**src/rtl/legv8_pkg.sv**
```systemverilog
// legv8_pkg
// Shared definitions for the LEGv8 multicycle control unit:
//   - 11-bit opcode constants for the full-width matches, plus the CBZ and B
//     opcode prefixes
//   - 4-bit ALU operation codes (OPADD, OPSUB, OPAND, OPORR)
//   - the control FSM state enum
//   - the instruction-class enum produced by the opcode decoder
package legv8_pkg;

    localparam logic [10:0] OPC_ADD  = 11'b10001011000;
    localparam logic [10:0] OPC_SUB  = 11'b11001011000;
    localparam logic [10:0] OPC_AND  = 11'b10001010000;
    localparam logic [10:0] OPC_ORR  = 11'b10101010000;
    localparam logic [10:0] OPC_LDUR = 11'b11111000010;
    localparam logic [10:0] OPC_STUR = 11'b11111000000;

    // CBZ matches on Opcode[10:3]; B matches on Opcode[10:5].
    localparam logic [7:0]  OPC_CBZ_PREFIX = 8'b10110100;
    localparam logic [5:0]  OPC_B_PREFIX   = 6'b000101;

    localparam logic [3:0]  OPADD = 4'b0010;
    localparam logic [3:0]  OPSUB = 4'b0110;
    localparam logic [3:0]  OPAND = 4'b0000;
    localparam logic [3:0]  OPORR = 4'b0001;

    typedef enum logic [3:0] {
        ST_FETCH,
        ST_DECODE,
        ST_EXEC_R,
        ST_WB_R,
        ST_EXEC_MEM,
        ST_MEM_RD,
        ST_WB_MEM,
        ST_MEM_WR,
        ST_CBZ,
        ST_BR,
        ST_TRAP
    } state_t;

    typedef enum logic [2:0] {
        RTYPE,
        LOAD,
        STORE,
        CBZ,
        B,
        ILLEGAL
    } instr_class_t;

endpackage

```
**src/rtl/opcode_decoder.sv**
```systemverilog
// opcode_decoder
// Purely combinational classification of the 11-bit LEGv8 opcode field.
// Ports:
//   i_opcode   in   11  instruction bits [31:21]
//   o_class    out  instr_class_t  RTYPE / LOAD / STORE / CBZ / B / ILLEGAL
//   o_aluCode  out  4   ALU operation for R-type instructions (ADD otherwise)
module opcode_decoder
    import legv8_pkg::*;
(
    input  logic [10:0]  i_opcode,
    output instr_class_t o_class,
    output logic [3:0]   o_aluCode
);

    // Full-width opcodes are tested before the CBZ/B prefixes so an exact
    // match always wins over a partial one.
    always_comb begin
        o_class   = ILLEGAL;
        o_aluCode = OPADD;
        if (i_opcode == OPC_ADD) begin
            o_class   = RTYPE;
            o_aluCode = OPADD;
        end else if (i_opcode == OPC_SUB) begin
            o_class   = RTYPE;
            o_aluCode = OPSUB;
        end else if (i_opcode == OPC_AND) begin
            o_class   = RTYPE;
            o_aluCode = OPAND;
        end else if (i_opcode == OPC_ORR) begin
            o_class   = RTYPE;
            o_aluCode = OPORR;
        end else if (i_opcode == OPC_LDUR) begin
            o_class   = LOAD;
        end else if (i_opcode == OPC_STUR) begin
            o_class   = STORE;
        end else if (i_opcode[10:3] == OPC_CBZ_PREFIX) begin
            o_class   = CBZ;
        end else if (i_opcode[10:5] == OPC_B_PREFIX) begin
            o_class   = B;
        end
    end

endmodule

```
**src/rtl/multicycle_control.sv**
```systemverilog
// multicycle_control
// Multicycle control FSM for the LEGv8 core: sequences fetch, decode,
// execute, memory and writeback, drives datapath enables, stalls on the
// memory-ready handshake and counts retired instructions.
// Ports:
//   Clock, Reset (sync, active-low)
//   Opcode[10:0], Zero, MemReady                       inputs
//   ALUControlInput[3:0], ALUSrcA, ALUSrcB[1:0], IorD  datapath selects
//   MemRead, MemWrite, IRWrite, RegWrite, MemToReg,
//   Reg2Loc, PCWrite, PCSource                          enables
//   Illegal                                             sticky unknown-opcode flag
//   InstrRetired[31:0]                                  retired-instruction count
module multicycle_control
    import legv8_pkg::*;
(
    input  logic        Clock,
    input  logic        Reset,
    input  logic [10:0] Opcode,
    input  logic        Zero,
    input  logic        MemReady,
    output logic [3:0]  ALUControlInput,
    output logic        ALUSrcA,
    output logic [1:0]  ALUSrcB,
    output logic        IorD,
    output logic        MemRead,
    output logic        MemWrite,
    output logic        IRWrite,
    output logic        RegWrite,
    output logic        MemToReg,
    output logic        Reg2Loc,
    output logic        PCWrite,
    output logic        PCSource,
    output logic        Illegal,
    output logic [31:0] InstrRetired
);

    state_t       r_state;
    state_t       w_nextState;
    instr_class_t w_class;
    logic [3:0]   w_rAluCode;
    logic [31:0]  r_instrRetired;
    logic         r_illegal;
    logic         w_retire;

    logic [3:0]   w_aluCtl;
    logic         w_srcA;
    logic [1:0]   w_srcB;
    logic         w_iorD;
    logic         w_memRead;
    logic         w_memWrite;
    logic         w_irWrite;
    logic         w_regWrite;
    logic         w_memToReg;
    logic         w_reg2Loc;
    logic         w_pcWrite;
    logic         w_pcSource;

    opcode_decoder u_opcodeDecoder (
        .i_opcode  (Opcode),
        .o_class   (w_class),
        .o_aluCode (w_rAluCode)
    );

    // State register; reset overrides any transition, including a stalled
    // memory access.
    always_ff @(posedge Clock) begin
        if (!Reset) begin
            r_state <= ST_FETCH;
        end else begin
            r_state <= w_nextState;
        end
    end

    // Retired-instruction counter; wraps naturally at 32 bits.
    always_ff @(posedge Clock) begin
        if (!Reset) begin
            r_instrRetired <= '0;
        end else if (w_retire) begin
            r_instrRetired <= r_instrRetired + 32'd1;
        end
    end

    // Sticky illegal flag, set on entry to TRAP and cleared only by reset.
    always_ff @(posedge Clock) begin
        if (!Reset) begin
            r_illegal <= 1'b0;
        end else if (w_nextState == ST_TRAP) begin
            r_illegal <= 1'b1;
        end
    end

    // Next-state and raw control decode. Memory states hold until MemReady;
    // the CBZ PC write is a Mealy function of Zero.
    always_comb begin
        w_nextState = r_state;
        w_retire    = 1'b0;
        w_aluCtl    = 4'b0000;
        w_srcA      = 1'b0;
        w_srcB      = 2'b00;
        w_iorD      = 1'b0;
        w_memRead   = 1'b0;
        w_memWrite  = 1'b0;
        w_irWrite   = 1'b0;
        w_regWrite  = 1'b0;
        w_memToReg  = 1'b0;
        w_reg2Loc   = 1'b0;
        w_pcWrite   = 1'b0;
        w_pcSource  = 1'b0;
        case (r_state)
            ST_FETCH: begin
                w_memRead = 1'b1;
                w_srcB    = 2'b01;
                w_aluCtl  = OPADD;
                if (MemReady) begin
                    w_irWrite   = 1'b1;
                    w_pcWrite   = 1'b1;
                    w_nextState = ST_DECODE;
                end
            end
            ST_DECODE: begin
                w_srcB   = 2'b11;
                w_aluCtl = OPADD;
                case (w_class)
                    RTYPE:        w_nextState = ST_EXEC_R;
                    LOAD, STORE:  w_nextState = ST_EXEC_MEM;
                    CBZ:          w_nextState = ST_CBZ;
                    B:            w_nextState = ST_BR;
                    default:      w_nextState = ST_TRAP;
                endcase
            end
            ST_EXEC_R: begin
                w_srcA      = 1'b1;
                w_aluCtl    = w_rAluCode;
                w_nextState = ST_WB_R;
            end
            ST_WB_R: begin
                w_regWrite  = 1'b1;
                w_retire    = 1'b1;
                w_nextState = ST_FETCH;
            end
            ST_EXEC_MEM: begin
                w_srcA      = 1'b1;
                w_srcB      = 2'b10;
                w_aluCtl    = OPADD;
                w_nextState = (w_class == LOAD) ? ST_MEM_RD : ST_MEM_WR;
            end
            ST_MEM_RD: begin
                w_memRead = 1'b1;
                w_iorD    = 1'b1;
                if (MemReady) begin
                    w_nextState = ST_WB_MEM;
                end
            end
            ST_WB_MEM: begin
                w_regWrite  = 1'b1;
                w_memToReg  = 1'b1;
                w_retire    = 1'b1;
                w_nextState = ST_FETCH;
            end
            ST_MEM_WR: begin
                w_memWrite = 1'b1;
                w_iorD     = 1'b1;
                w_reg2Loc  = 1'b1;
                if (MemReady) begin
                    w_retire    = 1'b1;
                    w_nextState = ST_FETCH;
                end
            end
            ST_CBZ: begin
                w_reg2Loc   = 1'b1;
                w_aluCtl    = OPADD;
                w_pcSource  = 1'b1;
                w_pcWrite   = Zero;
                w_retire    = 1'b1;
                w_nextState = ST_FETCH;
            end
            ST_BR: begin
                w_pcSource  = 1'b1;
                w_pcWrite   = 1'b1;
                w_retire    = 1'b1;
                w_nextState = ST_FETCH;
            end
            ST_TRAP: begin
                w_nextState = ST_TRAP;
            end
            default: begin
                w_nextState = ST_FETCH;
            end
        endcase
    end

    // While Reset is low every output is held at zero, even the FETCH
    // outputs that would otherwise appear combinationally.
    assign ALUControlInput = Reset ? w_aluCtl       : 4'b0000;
    assign ALUSrcA         = Reset ? w_srcA         : 1'b0;
    assign ALUSrcB         = Reset ? w_srcB         : 2'b00;
    assign IorD            = Reset ? w_iorD         : 1'b0;
    assign MemRead         = Reset ? w_memRead      : 1'b0;
    assign MemWrite        = Reset ? w_memWrite     : 1'b0;
    assign IRWrite         = Reset ? w_irWrite      : 1'b0;
    assign RegWrite        = Reset ? w_regWrite     : 1'b0;
    assign MemToReg        = Reset ? w_memToReg     : 1'b0;
    assign Reg2Loc         = Reset ? w_reg2Loc      : 1'b0;
    assign PCWrite         = Reset ? w_pcWrite      : 1'b0;
    assign PCSource        = Reset ? w_pcSource     : 1'b0;
    assign Illegal         = Reset ? r_illegal      : 1'b0;
    assign InstrRetired    = Reset ? r_instrRetired : 32'd0;

endmodule

```
**config.mk**
```make
export PLATFORM = sky130hd
export DESIGN_NAME = multicycle_control
export DESIGN_NICKNAME = d
export VERILOG_FILES = /design/src/rtl/legv8_pkg.sv /design/src/rtl/opcode_decoder.sv /design/src/rtl/multicycle_control.sv
export SDC_FILE = /design/constraint.sdc
export NUM_CORES = 1
export LEC_CHECK = 0
export CAP_MARGIN = 5
export CELL_PAD_IN_SITES_DETAIL_PLACEMENT = 1
export CELL_PAD_IN_SITES_GLOBAL_PLACEMENT = 2
export CORE_MARGIN = 2
export CORE_UTILIZATION = 27
export CTS_CLUSTER_DIAMETER = 60
export DETAILED_ROUTE_END_ITERATION = 10
export PLACE_DENSITY = 0.87
export SLEW_MARGIN = 5
export SYNTH_ARGS = -nofsm -noshare
export SYNTH_HDL_FRONTEND = slang
export SYNTH_SLANG_ARGS = --single-unit
```
**constraint.sdc**
```tcl
create_clock -name Clock -period 2 [get_ports Clock]
set_input_delay 0.5 -clock Clock [delete_from_list [all_inputs] [get_ports Clock]]
set_output_delay 0.5 -clock Clock [all_outputs]
set_load 0.01 [all_outputs]
```
==> reports/highlights.md <==
## Detailed routing
• top metal layer carrying routed signals: met4
• # DRC: 0
• met2 WL post-DR: 4.66 mm
• total length of routed met3 wires: 225 um
• number of iterations in the first detailed-routing pass: 4
• Met1 Wirelength: 3.93 mm

## Global route
• Global Route Usage Sum: 0.176
• largest net degree at the start of global routing: 15
• global-route wire length before repair: 13.8 mm
• initial antenna violation count: 0

## Worst setup path
• launch point of the worst path: Opcode[4]
• register-to-register path setup slack: -80 ps
• worst endpoint data arrival time: 1600 ps
• kind of launch point of the worst setup path: input port
• Worst R2R Path Depth: 9
• Crit. path cell count: 8
• gate family responsible for the most delay along the worst path: simple AND/OR/NAND/NOR gates
• category of the critical setup timing path: in2out
• Required @ worst endpoint: 1500 ps
• Most Frequent Cell on Critical Path: buf_2
• worst path cell trace: buf_2 > nor4bb_4 > buf_4 > nand4bb_1 > a21oi_2 > nor2_1 > o21a_1 > buf_2

## STA
• number of hold-slack violations in the final timing report: 0
• number of failing setup endpoints in the final timing report: 4
• accumulated negative setup slack: -251 ps
• worst hold margin: 506 ps
• RSZ-0062 raised after global routing: true
• max frequency: 477 MHz
• post-layout worst setup margin: -97.3 ps

## Synth
• portion of the post-synthesis area used by sequential elements: 0.313
• synthesized-area fraction occupied by ao, oa, aoi and oai cells: 0.171
• Largest type area fraction: 0.313
• Yosys top cell by area: dfxtp_1
• area figure in the yosys stat output: 2370 um2
• Synth Instances: 308
• cell types with the largest area share after synthesis: dfxtp_1 (31%), and2_1 (8.2%), nor2_1 (6.5%)
• Synth async-reset ratio: 0
• Top logic family: simple AND/OR/NAND/NOR gates
• Post-synth mux share: 0.0143
• count of flip-flops with a built-in enable after synthesis: 0

## Status
• outcome: finished with violations
• violated checks: negative setup slack

## Placement
• post-detailed-placement half-perimeter wirelength: 5.85 mm
• global placement routability congestion: 0.806
• number of placed instances, taps included: 512
• number of buffer cells added on primary ports: 62
• pre-CTS setup slack: -946 ps

## Clock tree
• TritonCTS Buffers: 5
• TritonCTS Sinks: 37
• cell chosen for the clock root: clkbuf_8
• CTS max path bufs: 2
• depth of the CTS H-tree: 2
• Post-CTS Resized: 136
• clock insertion delay at the later pin of the skew report: 290 ps

## Layout
• most numerous logic cell after layout: buf_4
• max FFs per register: 32
• most frequently placed logic cells in the final layout: buf_4 (62), nor2_1 (37), dfxtp_1 (33)
• Synth-to-Final Area Change: 68.2%

## Pwr
• power attributed to sequential cells: 0.813 mW
• cell-internal power: 1.32 mW
• portion of total power attributed to sequential cells: 0.415
• Clk network pwr share: 0.273
• total power divided by cell area: 493 nW/um2
• clock-net power: 0.535 mW

## Floorplanning
• Die Y: 97.6 um
• row count: 34
• effective utilization at floorplan: 0.275
• Die Outline Area: 9530 um2
• Core ar.: 8590 um2

## Worst hold path
• Hold Crit Depth: 2

## Flow run
• OpenROAD warning count: 28
• # Max-Cap Violations: 0

-- cell usage after synthesis, types with 2 or more instances --
cell,instances
nand2b_1,8
and2_1,31
nor3_1,7
a21oi_1,18
nor4_1,2
or3_1,10
nand4bb_1,2
nor4bb_1,2
xor2_1,14
o21ai_0,9
xnor2_1,2
nand4_1,8
and3_1,9
or2_2,2
o2111ai_1,8
nand2_1,15
o31ai_1,4
o211ai_2,2
mux2_1,3
inv_1,5
clkbuf_1,14
buf_2,4
nor2_1,41
dfxtp_1,37
o21ai_1,13
nor3b_1,2
o211ai_1,2
nand3_1,11
-- area by class of cell --
type / instances / area (um2)
clock inverter: 3 / 17.5
fill: 1030 / 4610
multi-input combinational: 245 / 1730
timing repair buffer: 139 / 1250
inverter: 6 / 22.5
sequential: 37 / 753
clock buffer: 5 / 68.8
tap: 108 / 135
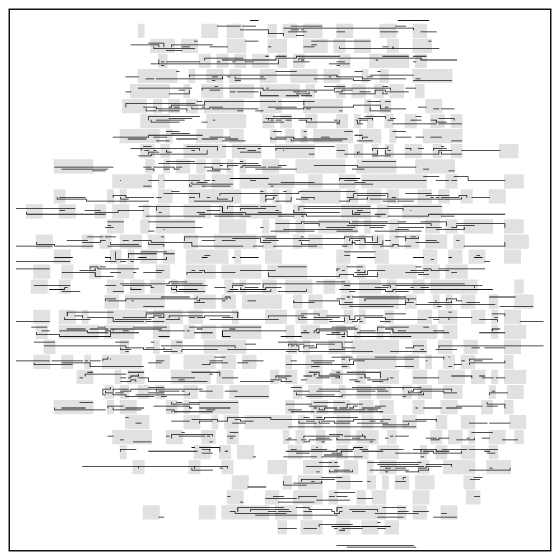
Fig. 1. Metal 1.
longest straight run: 36.3 um
wire length on this layer: 3930 um
met1 routing resource usage after global routing: 0.210
routed wire length: 9.00 mm
total vias in the final route: 2767

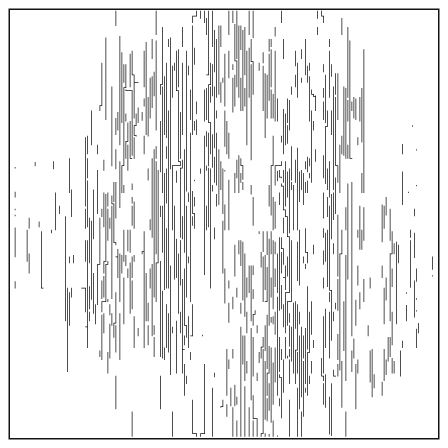
Fig. 2. M2 wires.
wire length on this layer: 4660 um
main direction: vertical
longest straight run: 40.5 um
met2 track utilization from global routing: 0.317

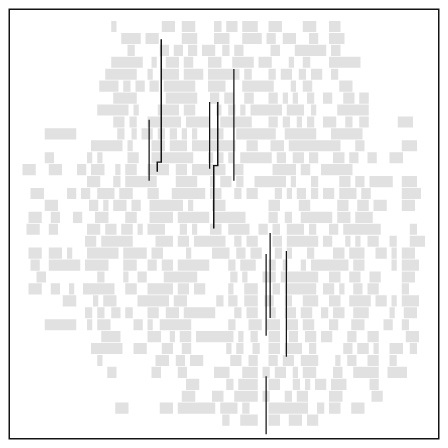
Fig. 3. M4 wires.
longest straight run: 27.9 um
wire length on this layer: 188 um
main direction: vertical
share of all routed wire: 2.1%
nets with wire on the layer: 8

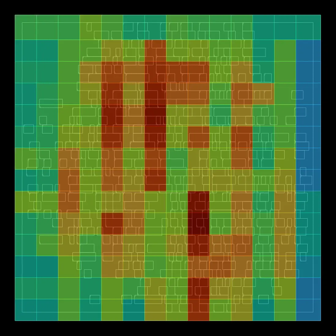
Fig. 4. Routing congestion map.
Routed WL per cell: 16.6 um
busiest metal layer after global routing: met2
met3 usage: 0.0288

No activity file was given, so power comes from the tool's default toggle rates.
